**Ports around the boundary**

Drawn at 2 px/um. Pins as bars across the die edge, other pins in grey.
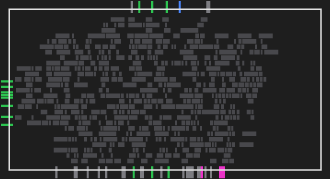
**Sequential cells grouped by signal name**

Drawn at 2 px/um.
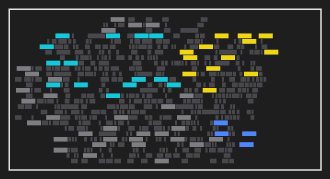
<file path="src/rtl/monobit_pkg.sv">
// Shared types and constants for the monobit frequency-test sequencer.
// Holds the FSM state encoding, window-length limits and accumulator width derivation.
package monobit_pkg;

  typedef enum logic [1:0] {
    IDLE    = 2'd0,
    COLLECT = 2'd1,
    EVAL    = 2'd2,
    REPORT  = 2'd3
  } state_t;

  localparam int MIN_LOG2_LEN     = 3;
  localparam int DEF_MAX_LOG2_LEN = 12;

  // Signed sum of a 2^L window spans -2^L..+2^L, which needs L+2 bits.
  function automatic int sum_width(input int max_log2_len);
    return max_log2_len + 2;
  endfunction

endpackage

</file>
<file path="src/rtl/monobit_acc.sv">
// Up/down accumulator of +1/-1 per accepted bit, with a window bit counter
// whose terminal-count flag marks the final bit of a 2^l_eff window.
module monobit_acc
  import monobit_pkg::*;
#(
  parameter int MAX_LOG2_LEN = DEF_MAX_LOG2_LEN,
  parameter int SUM_W        = sum_width(MAX_LOG2_LEN)
) (
  input  logic             clk,
  input  logic             rst,
  input  logic             clr,
  input  logic             en,
  input  logic             bit_in,
  input  logic [3:0]       l_eff,
  output logic [SUM_W-1:0] s,
  output logic             last
);

  logic [MAX_LOG2_LEN:0] count;
  logic [MAX_LOG2_LEN:0] term;

  always_comb begin
    term = ((MAX_LOG2_LEN+1)'(1) << l_eff) - (MAX_LOG2_LEN+1)'(1);
  end

  assign last = (count == term);

  always_ff @(posedge clk) begin
    if (rst || clr) begin
      s     <= '0;
      count <= '0;
    end else if (en) begin
      s     <= bit_in ? s + SUM_W'(1) : s - SUM_W'(1);
      count <= count + (MAX_LOG2_LEN+1)'(1);
    end
  end

endmodule

</file>
<file path="src/rtl/monobit_seq_ctrl.sv">
// Monobit test sequencer: frames a handshaked bit stream into 2^L windows and
// reports |S| <= threshold. Define MONOBIT_FAILCNT_EN to add the fail_cnt output.
module monobit_seq_ctrl
  import monobit_pkg::*;
#(
  parameter int MAX_LOG2_LEN = DEF_MAX_LOG2_LEN,
  parameter int SUM_W        = sum_width(MAX_LOG2_LEN)
) (
  input  logic             clk,
  input  logic             rst,
  input  logic             start,
  input  logic             abort,
  input  logic [3:0]       cfg_log2_len,
  input  logic [SUM_W-2:0] cfg_threshold,
  input  logic             bit_valid,
  input  logic             bit_in,
  output logic             bit_ready,
  output logic             busy,
  output logic             done,
  output logic             result_valid,
  output logic             pass,
  output logic [SUM_W-1:0] sum
`ifdef MONOBIT_FAILCNT_EN
  ,
  output logic [7:0]       fail_cnt
`endif
);

  state_t state, state_nxt;
  logic [3:0]              l_eff;
  logic [SUM_W-2:0]        thr_q;
  logic signed [SUM_W-1:0] acc_s;
  logic                    acc_last;
  logic                    start_win;
  logic                    accept;
  logic                    clr;
  logic                    pass_nxt;

  function automatic logic [3:0] clamp_len(input logic [3:0] l);
    if (l < 4'(MIN_LOG2_LEN)) return 4'(MIN_LOG2_LEN);
    if (l > 4'(MAX_LOG2_LEN)) return 4'(MAX_LOG2_LEN);
    return l;
  endfunction

  // |S| never exceeds 2^MAX_LOG2_LEN, so the sign bit can be dropped.
  function automatic logic [SUM_W-2:0] abs_sum(input logic signed [SUM_W-1:0] v);
    logic [SUM_W-1:0] m;
    m = v[SUM_W-1] ? SUM_W'(-v) : SUM_W'(v);
    return m[SUM_W-2:0];
  endfunction

  monobit_acc #(
    .MAX_LOG2_LEN(MAX_LOG2_LEN),
    .SUM_W       (SUM_W)
  ) u_acc (
    .clk   (clk),
    .rst   (rst),
    .clr   (clr),
    .en    (accept),
    .bit_in(bit_in),
    .l_eff (l_eff),
    .s     (acc_s),
    .last  (acc_last)
  );

  always_comb begin
    state_nxt = state;
    bit_ready = 1'b0;
    start_win = 1'b0;
    accept    = 1'b0;
    case (state)
      IDLE, REPORT: begin
        if (start) begin
          state_nxt = COLLECT;
          start_win = 1'b1;
        end
      end
      COLLECT: begin
        bit_ready = 1'b1;
        accept    = bit_valid;
        if (bit_valid && acc_last) state_nxt = EVAL;
      end
      EVAL:    state_nxt = REPORT;
      default: state_nxt = IDLE;
    endcase
    // abort overrides start and a final-bit acceptance in the same cycle
    if (abort) begin
      state_nxt = IDLE;
      bit_ready = 1'b0;
      start_win = 1'b0;
      accept    = 1'b0;
    end
  end

  assign clr      = abort | start_win;
  assign busy     = (state == COLLECT) | (state == EVAL);
  assign pass_nxt = (abs_sum(acc_s) <= thr_q);

  always_ff @(posedge clk) begin
    if (rst) state <= IDLE;
    else     state <= state_nxt;
  end

  always_ff @(posedge clk) begin
    if (rst) begin
      l_eff <= '0;
      thr_q <= '0;
    end else if (start_win) begin
      l_eff <= clamp_len(cfg_log2_len);
      thr_q <= cfg_threshold;
    end
  end

  // Result registers load on the EVAL cycle and are held through REPORT.
  always_ff @(posedge clk) begin
    if (rst || abort) begin
      result_valid <= 1'b0;
      pass         <= 1'b0;
      sum          <= '0;
      done         <= 1'b0;
    end else begin
      done <= 1'b0;
      if (start_win) result_valid <= 1'b0;
      if (state == EVAL) begin
        pass         <= pass_nxt;
        sum          <= acc_s;
        result_valid <= 1'b1;
        done         <= 1'b1;
      end
    end
  end

`ifdef MONOBIT_FAILCNT_EN
  function automatic logic [7:0] sat_inc8(input logic [7:0] c);
    return (c == 8'hFF) ? c : c + 8'd1;
  endfunction

  always_ff @(posedge clk) begin
    if (rst) begin
      fail_cnt <= '0;
    end else if (state == EVAL && !abort && !pass_nxt) begin
      fail_cnt <= sat_inc8(fail_cnt);
    end
  end
`endif

endmodule

</file>
<file path="config.mk">
export PLATFORM = sky130hd
export DESIGN_NAME = monobit_seq_ctrl
export DESIGN_NICKNAME = d
export VERILOG_FILES = /design/src/rtl/monobit_pkg.sv /design/src/rtl/monobit_acc.sv /design/src/rtl/monobit_seq_ctrl.sv
export SDC_FILE = /design/constraint.sdc
export NUM_CORES = 1
export LEC_CHECK = 0
export CAP_MARGIN = 20
export CORE_ASPECT_RATIO = 0.5
export CORE_MARGIN = 2
export CORE_UTILIZATION = 34
export CTS_CLUSTER_DIAMETER = 80
export CTS_CLUSTER_SIZE = 8
export DETAILED_ROUTE_END_ITERATION = 6
export SLEW_MARGIN = 10
export SYNTH_ARGS = -nofsm -noshare
export SYNTH_HDL_FRONTEND = slang
export SYNTH_HIERARCHICAL = 1
export SYNTH_SLANG_ARGS = --single-unit
</file>
<file path="constraint.sdc">
create_clock -name clk -period 7.9 [get_ports clk]
set_clock_uncertainty 0.2 [all_clocks]
set_input_delay 1.975 -clock clk [delete_from_list [all_inputs] [get_ports clk]]
set_output_delay 1.975 -clock clk [all_outputs]
set_load 0.02 [all_outputs]
</file>
==> impl_metrics.py <==
# Auto-generated metrics
metrics = {
    "clock_tree": {
        "htree_levels": 3,
        "post_cts_buffers": 0,
        "cts_num_sinks": 63,
        "cts_max_path_buffers": 2,
        "cts_root_buffer": "clkbuf_16",
        "cts_made_buffers": 9,
        "clk_transition_reported_paths_ns": 0.05,
        "ctsHoldBuffers": 0,
        "tritoncts": "yes",
        "cts.repair.resized": 0,
    },
    "critical_path": {
        "path_depth": 3,
        "crit_required_ns": 5.73,
        "critPathMaxStageDelay_ns": 0.64,
        "critPathTopFamily": "buffers and inverters",
        "startpoint_type": "input pin",
        "reg2reg_depth": 11,
        "end_kind": "primary output",
        "crit_type": "input pin to primary output",
        "path_cells": "clkdlybuf4s50_1, nor2b_1, clkdlybuf4s50_1",
        "critical_path_arrival_ns": 3.30,
        "cp_slowest_cell": "clkdlybuf4s50_1",
        "worst-path-max-fanout": 5,
        "crit_top_cell": "clkdlybuf4s50_1",
        "cp.buffers_inverters": 2,
    },
    "synth": {
        "synth_top_area_share_pct": 32.5,
        "syn_inst": 482,
        "yosysCellCount": 482,
        "top_cells_by_count": "dfxtp_1, nand2_1, nor2_1",
        "synth_seq_share_pct": 32.5,
        "synth_cell_types": 58,
        "ff_type": "dfxtp_1",
        "fp_nets": 536,
        "syn_area_sq_um": 3880,
        "ys_ff": 63,
        "most_common_cell": "dfxtp_1",
        "ys_top_cells_by_area": "dfxtp_1, ha_1, nand2_1",
        "ys.warnings.count": 6,
        "avgSynthCellArea_sq_um": 8.06,
        "largest_area_cell": "dfxtp_1",
        "ys_async_sr_fraction_pct": 0,
        "ys_area_sq_um": 3880,
        "edf_count": 0,
    },
    "route": {
        "drt-total-wl_mm": 8.67,
        "m1WireLength_mm": 4.48,
        "drt_pre_antenna_iters": 4,
        "num_vias": 3319,
        "wl_met3_um": 215,
        "viasPerCell": 4.99,
        "ant_nets": 0,
        "post-route-drc-count": 0,
        "top_layer_used": "met4",
        "met2_length_mm": 3.83,
        "drtIter0Drc": 116,
        "wl_per_cell_um": 13.0,
    },
    "pwr": {
        "irDropWorstVdd_v": 0.000105,
        "power_mw": 0.779,
        "power.density_nw_per_um2": 167,
        "p_leak_nw": 1.78,
    },
    "global_routing": {
        "met2_usage_pct": 24.8,
        "met1_usage_pct": 19.2,
        "grt_max_degree": 27,
        "grt_pass1_vias": 3151,
        "use_met3_pct": 3.96,
        "top_usage_layer": "met2",
        "grt_first_pass_wirelength_mm": 14.9,
        "grt-ovfl-total": 0,
        "globalRouteTotalUtil_pct": 15.0,
    },
    "die": {
        "fp-utilization_pct": 35.2,
        "row_count": 27,
        "core_area_sq_um": 11000,
        "top_level_ports": 42,
        "die_area_sq_um": 12300,
    },
    "final_timing": {
        "slew_headroom_pct": 33.0,
        "fmax_mhz": 183,
        "worst_slew_pin_slew_ns": 1.00,
        "period_used_pct": 69.3,
        "slew_viol_final": 0,
        "rsz0062_at_grt": "false",
        "finalSetupTns_ns": 0,
        "setup_violations": 0,
        "hold_viol": 0,
        "fin_crit_ns": 5.48,
    },
    "flow_run": {
        "cap_violations": 0,
        "warning_count": 27,
    },
    "layout": {
        "antenna_cells": 0,
        "drive_above_1_share_pct": 5.38,
        "lay_top_count": "dfxtp_1",
        "nets": 570,
        "final_cell_mix": "dfxtp_1, nand2_1, nor2_1",
        "area_growth_pct": 20.4,
        "reg_top3": "sum x14, u_acc/s x14",
    },
    "worst_hold_path": {
        "hold_path_class": "register to register",
        "holdPathStages": 2,
    },
    "place": {
        "routabilityCongestion": 0.829,
        "dp_hpwl_mm": 6.25,
    },
    "status": {
        "outcome": "complete, no violations",
    },
}
About 'ports around the boundary':
bit_in: in blue, pins 1, direction input, edge top. cfg_log2_len: in magenta, pins 4, direction input, edge bottom. sum: in green, pins 14, direction output, edge 8 left, 3 top, 3 bottom.
Die X: 155 um
die height: 79.6 um
Buffers on Ports: 41

About 'sequential cells grouped by signal name':
u_acc/count: in yellow, sequential cells 13. u_acc/s: in cyan, sequential cells 14. l_eff: in blue, sequential cells 4, where bottom right.
Another 32 sequential cells are not coloured.

-- final cells by class --
class                      instances  area (sq um)
fill                            1110          6370
multi-input combinational        372          2440
sequential                        63          1260
timing repair buffer              44           433
clock buffer                      14           254
tap                              145           181
inverter                          26          97.6
clock inverter                     1          5.00
-- worst paths after layout --
check / start / to / slack (ns)
max: abort / bit_ready / 2.42
min: thr_q[10]$_SDFFE_PP0P_ / thr_q[10]$_SDFFE_PP0P_ / 0.25
max reg2reg: u_acc/s[0]$_SDFFE_PP0P_ / pass$_SDFFE_PP0P_ / 4.50
min reg2reg: thr_q[10]$_SDFFE_PP0P_ / thr_q[10]$_SDFFE_PP0P_ / 0.25
-- worst register-to-register path, cell delays in order (launching register included) --
cell and delay, ns:
dfxtp_1 0.40, inv_1 0.13, ha_1 0.16, or3b_1 0.38, o31ai_1 0.58, nand2_1 0.13
xor2_1 0.18, ha_1 0.31, a21oi_1 0.12, o21ai_0 0.09, a2111oi_0 0.44, a32o_1 0.21
-- per-stage QoR --
stage                     instances  instance area (sq um)  setup WS [ns]  hold WS (ns)
after global routing            665                   4670           2.39         0.277
after floorplan                 482                   3880           3.43         0.236
after detailed placement        649                   4410           2.40         0.250
after global placement          649                   4410           2.40         0.246
after CTS                       664                   4670           2.40         0.257
final                           665                   4670           2.42         0.254
-- cells by family (layout without fill, tap and decap cells) --
group	after synthesis	after routing	share of synthesized area (%)
and+or+nand+nor	182	182	22.0
AOI/OAI and AO/OA	102	102	17.1
buffers and inverters	47	85	4.64
DFF	63	63	32.5
adders and majority gates	31	31	10.2
muxes	22	22	5.67
xor gates and xnor gates	35	35	7.89
-- report_power, final --
group | internal, mW | switching (mW)
clock | 0.219 | 0.134
sequential | 0.324 | 0.00763
combinational | 0.0433 | 0.0507
total | 0.586 | 0.193
No activity file was given, so power comes from the tool's default toggle rates.
